--- src/rtl/pipe_ctrl_pkg.sv ---
// Shared constants for the 4-stage pipeline sequencing controller.
// State encoding, the IF/ID NOP word and the default register-address width.
package pipe_ctrl_pkg;

  typedef enum logic [2:0] {
    ST_RUN     = 3'd0,
    ST_LDSTALL = 3'd1,
    ST_DRAIN   = 3'd2,
    ST_HALT    = 3'd3,
    ST_STEP    = 3'd4
  } state_e;

  localparam logic [7:0] NOP_INSTR  = 8'h00;
  localparam int         REG_AW_DEF = 2;

endpackage

--- src/rtl/pipe_hazard_detect.sv ---
// Load-use hazard compare between the ID instruction and a load in EX.
// Purely combinational; also shared with the forwarding unit.
module pipe_hazard_detect
  import pipe_ctrl_pkg::*;
#(
  parameter int REG_AW = REG_AW_DEF
) (
  input  logic              id_valid,
  input  logic [REG_AW-1:0] id_rs1,
  input  logic [REG_AW-1:0] id_rs2,
  input  logic              id_uses_rs1,
  input  logic              id_uses_rs2,
  input  logic              ex_valid,
  input  logic              ex_is_load,
  input  logic [REG_AW-1:0] ex_rd,
  output logic              hazard
);

  logic rs1_hit;
  logic rs2_hit;

  assign rs1_hit = id_uses_rs1 && (id_rs1 == ex_rd);
  assign rs2_hit = id_uses_rs2 && (id_rs2 == ex_rd);
  assign hazard  = id_valid && ex_valid && ex_is_load
                && (rs1_hit || rs2_hit);

endmodule

--- src/rtl/pipe_hazard_ctrl.sv ---
// Pipeline sequencer: jump flush, load-use stall, mem freeze, debug halt/step.
// Define PIPE_PERF_CNT_EN to build the stall/flush performance counters.
module pipe_hazard_ctrl
  import pipe_ctrl_pkg::*;
#(
  parameter int REG_AW         = REG_AW_DEF,
  parameter int LOAD_STALL_CYC = 1,
  parameter int DRAIN_CYC      = 2,
  parameter int CNT_W          = 16
) (
  input  logic              clk,
  input  logic              reset,
  input  logic              id_valid,
  input  logic [REG_AW-1:0] id_rs1,
  input  logic [REG_AW-1:0] id_rs2,
  input  logic              id_uses_rs1,
  input  logic              id_uses_rs2,
  input  logic              ex_valid,
  input  logic              ex_is_load,
  input  logic [REG_AW-1:0] ex_rd,
  input  logic              ex_jump_taken,
  input  logic              mem_busy,
  input  logic              dbg_halt_req,
  input  logic              dbg_step,
  output logic              pc_en,
  output logic              pc_sel,
  output logic              ifid_en,
  output logic              ifid_flush,
  output logic              idex_bubble,
  output logic              pipe_hold,
  output logic              halted,
  output logic [CNT_W-1:0]  stall_cnt,
  output logic [CNT_W-1:0]  flush_cnt
);

  localparam logic [3:0] LS_INIT =
    4'((LOAD_STALL_CYC > 1) ? LOAD_STALL_CYC - 2 : 0);
  localparam logic [3:0] DR_INIT = 4'(DRAIN_CYC - 1);

  state_e     state_q, state_d;
  logic [3:0] cnt_q, cnt_d;
  logic       hazard;
  logic       jump;

  pipe_hazard_detect #(.REG_AW(REG_AW)) u_detect (
    .id_valid    (id_valid),
    .id_rs1      (id_rs1),
    .id_rs2      (id_rs2),
    .id_uses_rs1 (id_uses_rs1),
    .id_uses_rs2 (id_uses_rs2),
    .ex_valid    (ex_valid),
    .ex_is_load  (ex_is_load),
    .ex_rd       (ex_rd),
    .hazard      (hazard)
  );

  assign jump = ex_valid && ex_jump_taken;

  always_comb begin
    pc_en       = 1'b1;
    ifid_en     = 1'b1;
    pc_sel      = 1'b0;
    ifid_flush  = 1'b0;
    idex_bubble = 1'b0;
    pipe_hold   = 1'b0;
    halted      = (state_q == ST_HALT);
    state_d     = state_q;
    cnt_d       = cnt_q;
    if (mem_busy) begin
      pc_en     = 1'b0;
      ifid_en   = 1'b0;
      pipe_hold = 1'b1;
    end else if (jump) begin
      pc_sel      = 1'b1;
      ifid_flush  = 1'b1;
      idex_bubble = 1'b1;
      // A redirect mid-drain keeps draining toward HALT
      if (state_q != ST_DRAIN && state_q != ST_HALT) begin
        state_d = ST_RUN;
      end
    end else begin
      unique case (state_q)
        ST_RUN: begin
          if (hazard) begin
            pc_en       = 1'b0;
            ifid_en     = 1'b0;
            idex_bubble = 1'b1;
            if (LOAD_STALL_CYC > 1) begin
              state_d = ST_LDSTALL;
              cnt_d   = LS_INIT;
            end
          end else if (dbg_halt_req) begin
            state_d = ST_DRAIN;
            cnt_d   = DR_INIT;
          end
        end
        ST_LDSTALL: begin
          pc_en       = 1'b0;
          ifid_en     = 1'b0;
          idex_bubble = 1'b1;
          if (cnt_q == 4'd0) state_d = ST_RUN;
          else               cnt_d   = cnt_q - 4'd1;
        end
        ST_DRAIN: begin
          pc_en       = 1'b0;
          ifid_en     = 1'b0;
          idex_bubble = 1'b1;
          if (cnt_q == 4'd0) state_d = ST_HALT;
          else               cnt_d   = cnt_q - 4'd1;
        end
        ST_HALT: begin
          pc_en       = 1'b0;
          ifid_en     = 1'b0;
          idex_bubble = 1'b1;
          if (!dbg_halt_req) state_d = ST_RUN;
          else if (dbg_step) state_d = ST_STEP;
        end
        ST_STEP: begin
          if (hazard) begin
            pc_en       = 1'b0;
            ifid_en     = 1'b0;
            idex_bubble = 1'b1;
          end
          state_d = ST_DRAIN;
          cnt_d   = DR_INIT;
        end
        default: begin
          state_d = ST_RUN;
          cnt_d   = 4'd0;
        end
      endcase
    end
    if (!reset) begin
      pc_en       = 1'b0;
      ifid_en     = 1'b0;
      ifid_flush  = 1'b1;
      idex_bubble = 1'b1;
      pipe_hold   = 1'b0;
      pc_sel      = 1'b0;
      halted      = 1'b0;
    end
  end

  always_ff @(posedge clk or negedge reset) begin
    if (!reset) begin
      state_q <= ST_RUN;
      cnt_q   <= 4'd0;
    end else begin
      state_q <= state_d;
      cnt_q   <= cnt_d;
    end
  end

`ifdef PIPE_PERF_CNT_EN
  logic             stall_inc;
  logic             flush_inc;
  logic [CNT_W-1:0] stall_cnt_q, stall_cnt_d;
  logic [CNT_W-1:0] flush_cnt_q, flush_cnt_d;

  always_comb begin
    flush_inc = !mem_busy && jump;
    stall_inc = !mem_busy && !jump
             && ((hazard && (state_q == ST_RUN || state_q == ST_STEP))
              || state_q == ST_LDSTALL);
    stall_cnt_d = stall_cnt_q;
    flush_cnt_d = flush_cnt_q;
    if (stall_inc && stall_cnt_q != '1) stall_cnt_d = stall_cnt_q + 1'b1;
    if (flush_inc && flush_cnt_q != '1) flush_cnt_d = flush_cnt_q + 1'b1;
  end

  always_ff @(posedge clk or negedge reset) begin
    if (!reset) begin
      stall_cnt_q <= '0;
      flush_cnt_q <= '0;
    end else begin
      stall_cnt_q <= stall_cnt_d;
      flush_cnt_q <= flush_cnt_d;
    end
  end

  assign stall_cnt = stall_cnt_q;
  assign flush_cnt = flush_cnt_q;
`else
  assign stall_cnt = '0;
  assign flush_cnt = '0;
`endif

endmodule

--- config.mk ---
export PLATFORM = sky130hd
export DESIGN_NAME = pipe_hazard_ctrl
export DESIGN_NICKNAME = d
export VERILOG_FILES = /design/src/rtl/pipe_ctrl_pkg.sv /design/src/rtl/pipe_hazard_detect.sv /design/src/rtl/pipe_hazard_ctrl.sv
export SDC_FILE = /design/constraint.sdc
export NUM_CORES = 1
export LEC_CHECK = 0
export CAP_MARGIN = 20
export CORE_MARGIN = 1
export CORE_UTILIZATION = 37
export DETAILED_ROUTE_END_ITERATION = 6
export PLACE_DENSITY_LB_ADDON = 0.1
export SLEW_MARGIN = 10
export SYNTH_ARGS = -nofsm -noshare
export SYNTH_HDL_FRONTEND = slang
export SYNTH_SLANG_ARGS = --single-unit
--- constraint.sdc ---
create_clock -name clk -period 2.55 [get_ports clk]
set_input_delay 0.765 -clock clk [delete_from_list [all_inputs] [get_ports clk]]
set_output_delay 0.765 -clock clk [all_outputs]
set_load 0.01 [all_outputs]
Figure 1. Cell sizes after repair.
Scale bar: 20 microns.
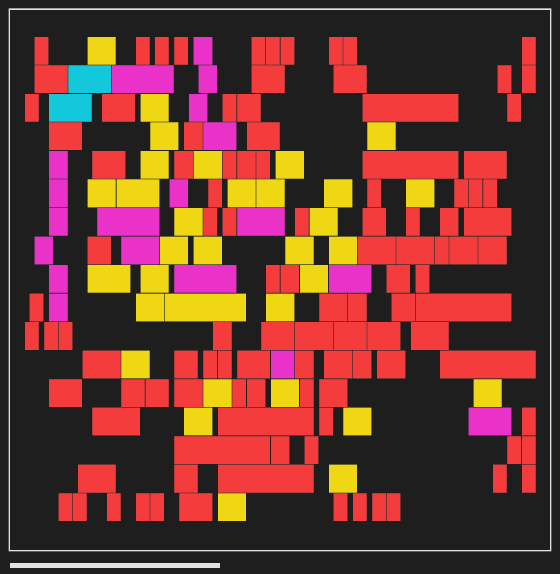
color	size	cells	share
cyan	x6 and larger	2	1.2%
yellow	x3 and x4	33	20%
red	x1 and smaller	109	67%
magenta	x2	19	12%

Figure 2. Wiring by layer.
Two of the layers only.
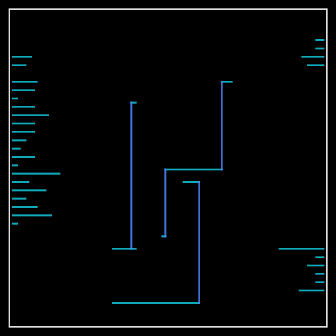
color	layer	wire length
cyan	M3	122 microns
blue	M4	68.7 microns

Figure 3. Met2 routing.
Scale bar: 20 microns. Cells faint in the background.
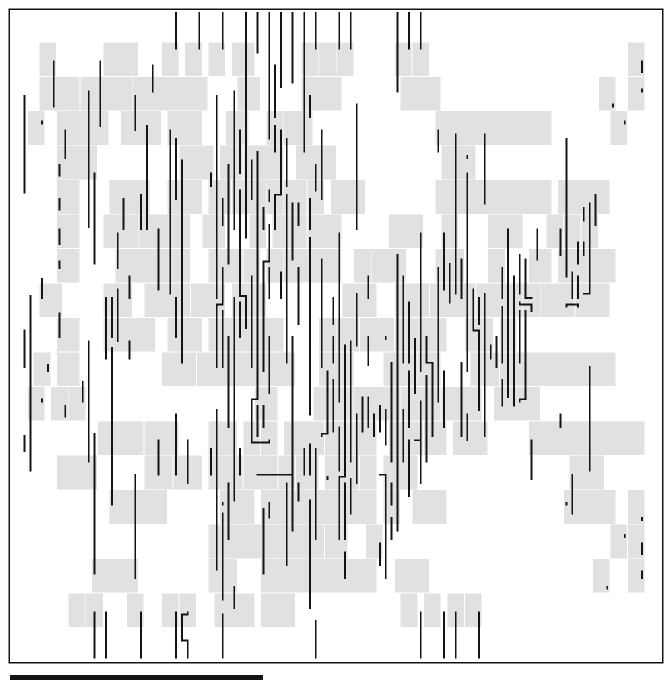
main direction	vertical
share of all routed wire	50%

Figure 4. Routing congestion map.
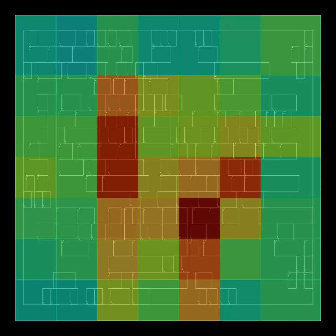
met3 GRT Util: 3.87%
met1 GRT Util: 17.5%
met2 usage: 29.2%
GRT Max-Usage Layer: met2

==> impl_metrics.env <==
# physical design summary
export IMPL_power_group_top="combinational cells"
export IMPL_r2r_cells=6
export IMPL_preCtsSetupSlack_ns=-0.865
export IMPL_ys_cells=114
export IMPL_ys_warn_count=0
export IMPL_clockPowerShare_pct=12.0
export IMPL_wl_mm=2.08
export IMPL_largest_area_cell="buf_4"
export IMPL_die_x_microns=51.5
export IMPL_finalSetupViolCount=3
export IMPL_power_leakage_uw=0.000633
export IMPL_holdPathEnd="cnt_q[1]"
export IMPL_synthTopLogicFamily="buffers and inverters"
export IMPL_ys_area_sq_um=906
export IMPL_die_y_microns=51.5
export IMPL_synth_top_flop_cell="dfrtp_1"
export IMPL_fin_nets=182
export IMPL_rsz0062_at_grt="true"
export IMPL_synthAoiAreaFrac_pct=18.6
export IMPL_hold_worst_slack_ns=0.543
export IMPL_grt_pass1_vias=780
export IMPL_gr_usage_all_layers_pct=16.7
export IMPL_cp_endpoint="ifid_en"
export IMPL_power_total_uw=876
export IMPL_vias_per_cell=4.70
export IMPL_violations="negative setup slack"
export IMPL_io_pins=56
export IMPL_pg_clk_uw=105
export IMPL_dp_cells=185
export IMPL_cp_depth=7
export IMPL_io_buffers=23
export IMPL_reg2reg_slack_ns=0.48
export IMPL_whs_path_depth=1
export IMPL_postSynthSeqShare_pct=19.3
export IMPL_hold_buffers=0
export IMPL_critPathMaxStageDelay_ns=0.39
export IMPL_gp_congestion=0.759
export IMPL_path_max_fanout=2
export IMPL_critPathTopFamily="simple AND/OR/NAND/NOR gates"
export IMPL_reg2reg_to="cnt_q[3]"
export IMPL_clock_skew_ns=0.00287
export IMPL_antenna_cells=0
export IMPL_antenna_found_initial=0
export IMPL_cts_buffers=3
export IMPL_p_int_uw=492
export IMPL_end_kind="primary output"
export IMPL_cp_startpoint="id_rs1[0]"
export IMPL_yosys_area_top_type_share_pct=29.0
export IMPL_root_buffer="clkbuf_4"
export IMPL_p_switching_uw=385
export IMPL_status="complete, but fails checks"
export IMPL_netlist_instances=114
export IMPL_layout_cells_non_filler=191
export IMPL_core_area_sq_um=2250
export IMPL_hold_viol_final=0
export IMPL_drc_errors=0
export IMPL_period_used_pct=103
export IMPL_pg_seq_uw=205
export IMPL_r2r_start="cnt_q[0]"
export IMPL_first_iter_violations=10
export IMPL_top_cell="buf_4"
export IMPL_setup_slack_ns=-0.0730
export IMPL_h_tree_depth=1
export IMPL_final_area_sq_um=1230
export IMPL_dp_hpwl_mm=1.67
export IMPL_cts_buffer_depth=2
export IMPL_p_per_area_nw_per_um2=710
export IMPL_switching_share_pct=43.9
export IMPL_drv_cap=0
export IMPL_firstDrtPassIters=4
export IMPL_warning_count=28
export IMPL_synthTopCellsByCount="buf_4, dfrtp_1, inv_1, nand2_1, nor2_1"
export IMPL_cts_clk_slew_worst_paths_ns=0.05
export IMPL_mux_share_pct=2.35
export IMPL_wire_per_inst_microns=10.9
export IMPL_cts_tree="done"
export IMPL_crit_buf_inv=3
export IMPL_syn_area_sq_um=906
export IMPL_xor_share_pct=4.83
export IMPL_pwr_share_comb_pct=64.6
export IMPL_hp_start="cnt_q[1]"
export IMPL_post_synth_num_cell_types=40
export IMPL_lay_top_cells="conb_1, buf_4, buf_2"
export IMPL_fp_util_pct=40.2
==> routing by layer <==
metal | track usage [%] | share of wire [%] | up-vias
met3 | 3.87 | 5.9 | 8
met1 | 17.5 | 41 | 413
met5 | 0 | 0 | -
li1 | - | - | 438
met4 | 10.8 | 3.3 | 0
met2 | 29.2 | 50 | 38
==> repair_timing <==
item / in CTS / in global routing
gates resized: 56 / 8
pin swaps: 8 / 2
endpoints found under the setup margin: 7 / 6
setup buffers: 2 / 0
==> registers in the layout, summed over array words and instances, names as in the netlist <==
signal / cells
state_q: 3
cnt_q: 4
==> cell type report <==
class / instances / area [sq um]
multi-input combinational: 95 / 591
tap: 28 / 35.0
inverter: 7 / 26.3
sequential: 7 / 175
timing repair buffer: 50 / 380
clock buffer: 4 / 26.3
fill: 237 / 1020
